--- src/rtl/cache_fill_fsm_pkg.sv ---
// rtl/cache_fill_fsm_pkg.sv - shared constants and state encodings for the cache fill controller
//
// Purpose: single source for block geometry and FSM encodings used by
// cache_fill_fsm and its word counter.
// Ports: none (package).
package cache_fill_fsm_pkg;

  localparam int ADDR_W          = 16;
  localparam int WORDS_PER_BLOCK = 8;
  localparam int OFF_W           = $clog2(WORDS_PER_BLOCK);
  // Byte-offset bits inside one block (16-bit words, so one extra bit).
  localparam int BLOCK_OFF_BITS  = OFF_W + 1;

  localparam logic [0:0] IDLE = 1'b0;
  localparam logic [0:0] FILL = 1'b1;

endpackage

--- src/rtl/cache_fill_fsm_word_counter.sv ---
// rtl/cache_fill_fsm_word_counter.sv - word index counter with clear, enable and terminal count
//
// Purpose: W-bit up counter used for both the request and the receive index
// of a block fill. Wraps naturally at 2**W.
// Ports:
//   clk, rst_n  clock, asynchronous active-low reset
//   clr         synchronous clear (wins over inc)
//   inc         increment enable
//   count       current count
//   tc          count is at its terminal value (2**W - 1)
module cache_fill_fsm_word_counter #(
  parameter int W = cache_fill_fsm_pkg::OFF_W
) (
  input  logic         clk,
  input  logic         rst_n,
  input  logic         clr,
  input  logic         inc,
  output logic [W-1:0] count,
  output logic         tc
);

  always_ff @(posedge clk or negedge rst_n) begin
    if (!rst_n) begin
      count <= '0;
    end else if (clr) begin
      count <= '0;
    end else if (inc) begin
      count <= count + W'(1);
    end
  end

  // Block size is a power of two, so the last word index is all ones.
  assign tc = &count;

endmodule

--- src/rtl/cache_fill_fsm.sv ---
// rtl/cache_fill_fsm.sv - cache miss fill controller streaming one block from main memory
//
// Purpose: on a lookup miss, stall the pipeline, issue one read per word of
// the missing block, write each returned word into the data array and write
// the tag together with the last data word.
// Ports:
//   clk, rst_n         clock, asynchronous active-low reset
//   miss_detected      lookup missed this cycle
//   miss_address       byte address of the missing access
//   memory_valid       main memory returns a word this cycle
//   memory_data_in     returned word
//   fsm_busy           pipeline stall request
//   mem_enable         read request to main memory
//   memory_address     read request address (holds after the last request)
//   write_data_array   data array write enable
//   cache_word_offset  word index of the data array write
//   cache_data_out     data array write data
//   write_tag_array    tag/valid array write enable
//   fill_done          one-cycle pulse on fill completion
module cache_fill_fsm #(
  parameter int ADDR_W          = cache_fill_fsm_pkg::ADDR_W,
  parameter int WORDS_PER_BLOCK = cache_fill_fsm_pkg::WORDS_PER_BLOCK,
  parameter int OFF_W           = cache_fill_fsm_pkg::OFF_W
) (
  input  logic              clk,
  input  logic              rst_n,
  input  logic              miss_detected,
  input  logic [ADDR_W-1:0] miss_address,
  input  logic              memory_valid,
  input  logic [15:0]       memory_data_in,
  output logic              fsm_busy,
  output logic              mem_enable,
  output logic [ADDR_W-1:0] memory_address,
  output logic              write_data_array,
  output logic [OFF_W-1:0]  cache_word_offset,
  output logic [15:0]       cache_data_out,
  output logic              write_tag_array,
  output logic              fill_done
);

  import cache_fill_fsm_pkg::*;

  localparam int                BLK_OFF  = $clog2(2 * WORDS_PER_BLOCK);
  localparam logic [ADDR_W-1:0] BLK_MASK = ADDR_W'((1 << BLK_OFF) - 1);

  logic [0:0]        state_q;
  logic [ADDR_W-1:0] base_q;
  logic [ADDR_W-1:0] addr_hold_q;
  logic [ADDR_W-1:0] issue_addr;
  logic              issue_done_q;
  logic [OFF_W-1:0]  issue_cnt;
  logic [OFF_W-1:0]  recv_cnt;
  logic              issue_tc;
  logic              recv_tc;
  logic              in_fill;
  logic              start_fill;

  assign in_fill    = (state_q == FILL);
  assign start_fill = !in_fill && miss_detected;

  // Stall in the same cycle the miss is seen, before the state register moves.
  assign fsm_busy   = in_fill || miss_detected;

  // The issue counter wraps to 0 after the last word, so a separate flag
  // remembers that all requests of this block have gone out.
  assign mem_enable = in_fill && !issue_done_q;

  // base_q has its block-offset bits cleared, so the OR is a pure
  // concatenation: no carry can ripple into the tag bits.
  assign issue_addr     = base_q | {{(ADDR_W-OFF_W-1){1'b0}}, issue_cnt, 1'b0};
  assign memory_address = mem_enable ? issue_addr : addr_hold_q;

  assign write_data_array  = in_fill && memory_valid;
  assign cache_word_offset = write_data_array ? recv_cnt : '0;
  assign cache_data_out    = write_data_array ? memory_data_in : 16'h0000;

  // Tag goes in last, with the final data word, so an aborted fill leaves
  // the block invalid.
  assign write_tag_array = write_data_array && recv_tc;
  assign fill_done       = write_tag_array;

  cache_fill_fsm_word_counter #(.W(OFF_W)) u_issue_cnt (
    .clk   (clk),
    .rst_n (rst_n),
    .clr   (start_fill),
    .inc   (mem_enable),
    .count (issue_cnt),
    .tc    (issue_tc)
  );

  cache_fill_fsm_word_counter #(.W(OFF_W)) u_recv_cnt (
    .clk   (clk),
    .rst_n (rst_n),
    .clr   (start_fill),
    .inc   (write_data_array),
    .count (recv_cnt),
    .tc    (recv_tc)
  );

  always_ff @(posedge clk or negedge rst_n) begin
    if (!rst_n) begin
      state_q      <= IDLE;
      base_q       <= '0;
      addr_hold_q  <= '0;
      issue_done_q <= 1'b0;
    end else begin
      if (start_fill) begin
        state_q      <= FILL;
        base_q       <= miss_address & ~BLK_MASK;
        issue_done_q <= 1'b0;
      end else if (in_fill) begin
        // miss_detected is deliberately not looked at here.
        if (mem_enable && issue_tc) begin
          issue_done_q <= 1'b1;
        end
        if (fill_done) begin
          state_q <= IDLE;
        end
      end
      if (mem_enable) begin
        addr_hold_q <= issue_addr;
      end
    end
  end

endmodule
--- config.mk ---
export PLATFORM = sky130hd
export DESIGN_NAME = cache_fill_fsm
export DESIGN_NICKNAME = d
export VERILOG_FILES = /design/src/rtl/cache_fill_fsm_pkg.sv /design/src/rtl/cache_fill_fsm_word_counter.sv /design/src/rtl/cache_fill_fsm.sv
export SDC_FILE = /design/constraint.sdc
export NUM_CORES = 1
export LEC_CHECK = 0
export CORE_ASPECT_RATIO = 1.25
export CORE_UTILIZATION = 40
export DETAILED_ROUTE_END_ITERATION = 10
export PLACE_DENSITY = 0.79
export SLEW_MARGIN = 15
export SYNTH_ARGS = -nofsm -noshare
export SYNTH_HDL_FRONTEND = slang
export SYNTH_SLANG_ARGS = --single-unit
--- constraint.sdc ---
create_clock -name clk -period 1.7 [get_ports clk]
set_input_delay 0.17 -clock clk [delete_from_list [all_inputs] [get_ports clk]]
set_output_delay 0.17 -clock clk [all_outputs]
set_load 0.02 [all_outputs]
==> metrics.csv, run 1 <==
stage,metric,value,unit
layout,logic_gate_count,73,
layout,regMostFlops,addr_hold_q,
global_routing,grt_max_degree,37,
placement,place.gp.congestion,0.641,
floorplanning,io_pins,76,
clock_tree,cts_resized,105,
status,violations,negative setup slack,
layout,seq_area_share,34.3,%
final_timing,setup_viol,10,
layout,clock_area_share,2.96,%
synth,top_area_cell,dfrtp_1,
power_and_ir_drop,sw_frac_of_total,34.4,%
synth,netlist_area,1600,um^2
floorplanning,taps,54,
power_and_ir_drop,power_leakage,0.00133,uW
placement,numPortBuffers,71,
critical_path,cp.depth,5,
final_timing,slew-limit-headroom,71.1,%
status,status,finished with violations,
synth,ys.warnings.count,0,
clock_tree,root_buffer,clkbuf_8,
detailed_routing,wl_met3,445,um
power_and_ir_drop,power_frac_comb,55.2,%
critical_path,reg2reg_depth,5,
global_routing,met3_usage,8.87,%
final_timing,slew_violations,0,
floorplanning,floorplan.rows,25,
critical_path,worstSetupStartpoint,in_fill$_DFF_PN0_,
synth,ys_async_sr_fraction,100,%
critical_path,crit_arrival,1.62,ns
global_routing,grtUsageMet1,18.8,%
power_and_ir_drop,power,4410,uW
layout,lay_top_count,dfrtp_1,
critical_path,cp_top_family,buffers and inverters,
final_timing,tightest_slew,0.434,ns
synth,synth_cell_type_count,19,
final_timing,setup_ws,-0.0914,ns
detailed_routing,postRouteAntennaNets,0,
power_and_ir_drop,clockPowerShare,12.4,%
layout,flops,36,
==> run_1/layer_met1.png <==
Scale: 4 px per um. Supply wires on this layer in grey.
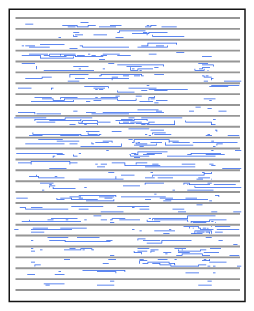
longest straight run: 15.2 um
main direction: horizontal
wire length on this layer: 1,400 um

==> run_1/layer_met2.png <==
Scale: 4 px per um. Cells faint in the background.
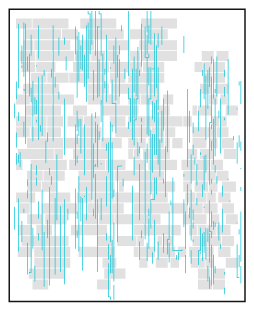
main direction: vertical
share of all routed wire: 51%
wire length on this layer: 2,000 um
Detailed Route WL: 3890 um
met2 Use GR: 33.8%
via count: 1,260

==> run_1/layer_met3.png <==
Scale: 4 px per um.
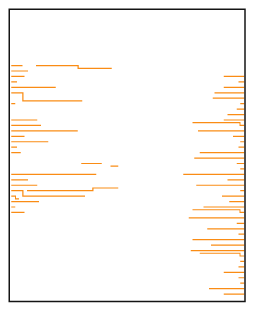
wire length on this layer: 445 um
nets with wire on the layer: 64
main direction: horizontal

--- run 2 (diff from run 1) ---
Settings changed: SLEW_MARGIN 15 to 25.
==> run_2/layer_met1.png <==
Scale: 4 px per um. Supply wires on this layer in grey.
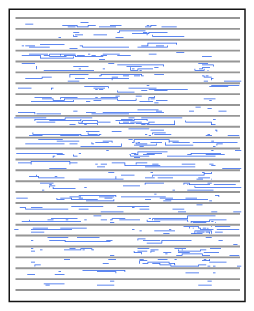
longest straight run: 15.2 um
nets with wire on the layer: 189

==> run_2/layer_met2.png <==
Scale: 4 px per um. Cells faint in the background.
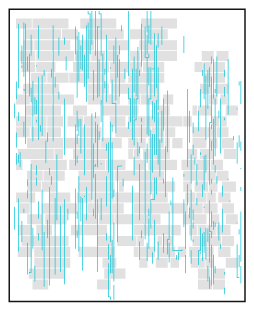
main direction: vertical
longest straight run: 29.9 um
nets with wire on the layer: 226

==> run 2 against run 1 <==
- maximum frequency is the same
- power stayed put
- first-iteration DRC count is the same
- clock skew did not move
- the flow still finishes with violations (negative setup slack)
- via count unchanged
- count of clock-buffer cells in the layout unchanged
- highest routed layer unchanged
- cell count unchanged
==> metrics.csv, run 2 <==
stage,metric,value,unit,change
status,status,finished with violations,,
status,violations,negative setup slack,,
clock_tree,cts_resized,105,,unchanged
global_routing,grtUsageMet1,18.8,%,unchanged
power_and_ir_drop,sw_frac_of_total,34.4,%,unchanged
power_and_ir_drop,power_frac_comb,55.2,%,about the same
floorplanning,die_width,58.6,um,
detailed_routing,wl_met3,445,um,unchanged
power_and_ir_drop,power,4410,uW,unchanged
final_timing,setup_viol,10,,unchanged
synth,top_area_cell,dfrtp_1,,
final_timing,setup_ws,-0.0914,ns,unchanged
global_routing,use_met2,33.8,%,unchanged
critical_path,worst_ep_required_time,1.53,ns,
detailed_routing,postRouteAntennaNets,0,,unchanged
critical_path,cp_top_family,buffers and inverters,,
synth,netlist_area,1600,um^2,unchanged
critical_path,worstSetupStartpoint,in_fill$_DFF_PN0_,,
placement,place.gp.congestion,0.641,,unchanged
critical_path,crit_arrival,1.62,ns,about the same
detailed_routing,vias,1260,,unchanged
synth,ys_sh_simple,11.3,%,
global_routing,grt_pass1_vias,1295,,
power_and_ir_drop,power_leakage,0.00133,uW,unchanged
floorplanning,io_pins,76,,unchanged
layout,clock_area_share,2.96,%,unchanged
layout,flops,36,,unchanged
layout,lay_top_count,dfrtp_1,,
final_timing,slew_violations,0,,unchanged
floorplanning,taps,54,,unchanged
synth,ys.warnings.count,0,,unchanged
layout,regMostFlops,addr_hold_q,,
placement,numPortBuffers,71,,unchanged
layout,logic_gate_count,73,,unchanged
synth,synth_cell_type_count,19,,unchanged
synth,ys_async_sr_fraction,100,%,unchanged
power_and_ir_drop,p_seq_share,32.4,%,
global_routing,met3_usage,8.87,%,unchanged
layout,seq_area_share,34.3,%,unchanged
final_timing,tightest_slew,0.434,ns,unchanged
floorplanning,floorplan.rows,25,,unchanged
==> run_2/io_placement.png <==
Scale: 4 px per um. Pins as bars across the die edge, other pins in grey.
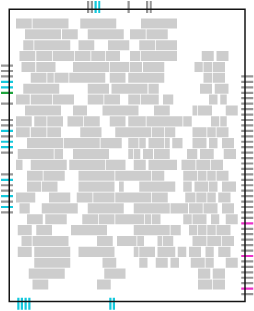

--- run 3 (diff from run 2) ---
Settings changed: ABC_AREA set to 1, CORE_UTILIZATION 40 to 44, PLACE_DENSITY 0.79 to 0.85, SLEW_MARGIN 25 to not set.
Clock period 1.7 ns to 2.1 ns, I/O delays scaled along.
==> run_3/io_placement.png <==
Scale: 6 px per um. Pins as bars across the die edge, other pins in grey.
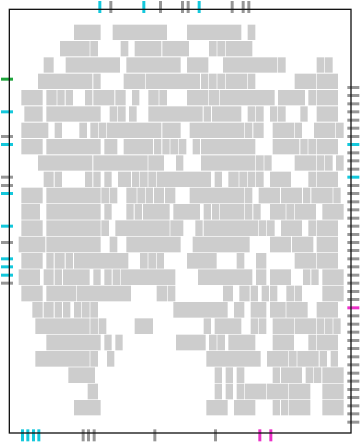
legend:
  green:
    port: clk
    pins: 1
    direction: input
    edge: left
  cyan:
    port: miss_address
    pins: 16
    direction: input
    edge: 7 left, 4 bottom, 3 top, 2 right
  magenta:
    port: cache_word_offset
    pins: 3
    direction: output
    edge: 2 bottom, 1 right
all pins by edge: 42 right, 13 left, 11 bottom, 10 top
Die Span Y: 70.4 um
Die Wd: 56.7 um

==> run_3/layer_met3.png <==
Scale: 6 px per um.
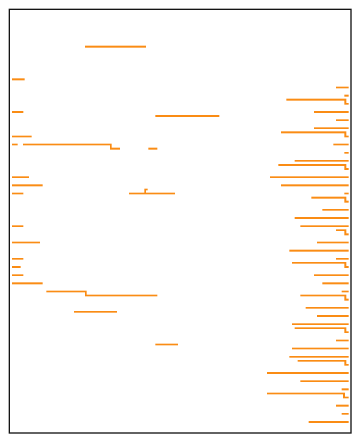
share of all routed wire: 10%
wire length on this layer: 371 um
main direction: horizontal
nets with wire on the layer: 58
Detailed Route WL: 3570 um
M3 GR Usage: 7.59%
via count: 1,496

==> run 3 against run 2 <==
- the flow finishes with violations (design-rule violations, negative hold slack)
- wire length is 8.1% lower
- count of clock-buffer cells in the layout up 2
- largest power group unchanged
- register-to-register slack improved by 0.57 ns
- combinational power decreased by 42%
- core utilization is 1.1 points higher
- global-route usage increased by 1.1 points
- highest routed layer unchanged
- clock skew is 0.0037 ns higher
==> metrics.csv, run 3 <==
stage,metric,value,unit,change
synth,ys_async_sr_fraction,100,%,unchanged
synth,ys_sh_simple,30.4,%,+19 points
power_and_ir_drop,power_frac_comb,47.2,%,-8.0 points
power_and_ir_drop,vdd_drop_max,0.652,mV,
critical_path,cpPeakStageDelay,0.63,ns,
layout,regMostFlops,addr_hold_q,,
placement,numPortBuffers,71,,unchanged
layout,flops,36,,unchanged
final_timing,slew_violations,0,,unchanged
critical_path,worst_ep_required_time,1.89,ns,+0.36 ns
final_timing,setup_ws,0.137,ns,+0.228 ns
global_routing,grt_pass1_vias,1460,,+13%
floorplanning,core,3540,um^2,
critical_path,worstSetupStartpoint,in_fill$_DFF_PN0_,,
placement,place.gp.congestion,0.689,,+7.4%
power_and_ir_drop,power.density_cell_area,1210,nW/um^2,
status,violations,"design-rule violations, negative hold slack",,
synth,netlist_area,1650,um^2,+2.8%
critical_path,startpoint_type,flop,,
detailed_routing,postRouteAntennaNets,0,,unchanged
detailed_routing,route.detailed.drc,20,,
synth,top_area_cell,dfrtp_1,,
floorplanning,taps,39,,-28%
final_timing,fin_crit_sh,93.5,%,
detailed_routing,wl_met3,371,um,-17%
layout,logic_gate_count,131,,+79%
layout,clock_area_share,3.64,%,+0.68 points
global_routing,grt_max_degree,37,,
final_timing,hold_violations,18,,
status,status,finished with violations,,
clock_tree,postCtsSetupRepairBufs,0,,
detailed_routing,via_per_inst,4.70,,
global_routing,grtUsageMet1,21.2,%,+2.3 points
floorplanning,floorplan.rows,24,,-4.0%
clock_tree,cts_resized,6,,-94%
clock_tree,htree_num_levels,2,,
synth,mux_share,0,%,
global_routing,use_met2,35.3,%,+1.5 points
critical_path,cp_top_family,buffers and inverters,,
layout,seq_area_share,36.4,%,+2.1 points
synth,ys.warnings.count,0,,unchanged
layout,combGateArea,566,um^2,
power_and_ir_drop,power,3000,uW,-32%
synth,synth_cell_type_count,13,,-6
final_timing,whs,-0.00488,ns,
critical_path,crit_arrival,1.75,ns,+0.13 ns
power_and_ir_drop,power_leakage,0.00147,uW,+10%
layout,lay_top_count,nand2_1,,
final_timing,tightest_slew,0.753,ns,+0.320 ns
No activity file was given, so power comes from the tool's default toggle rates.
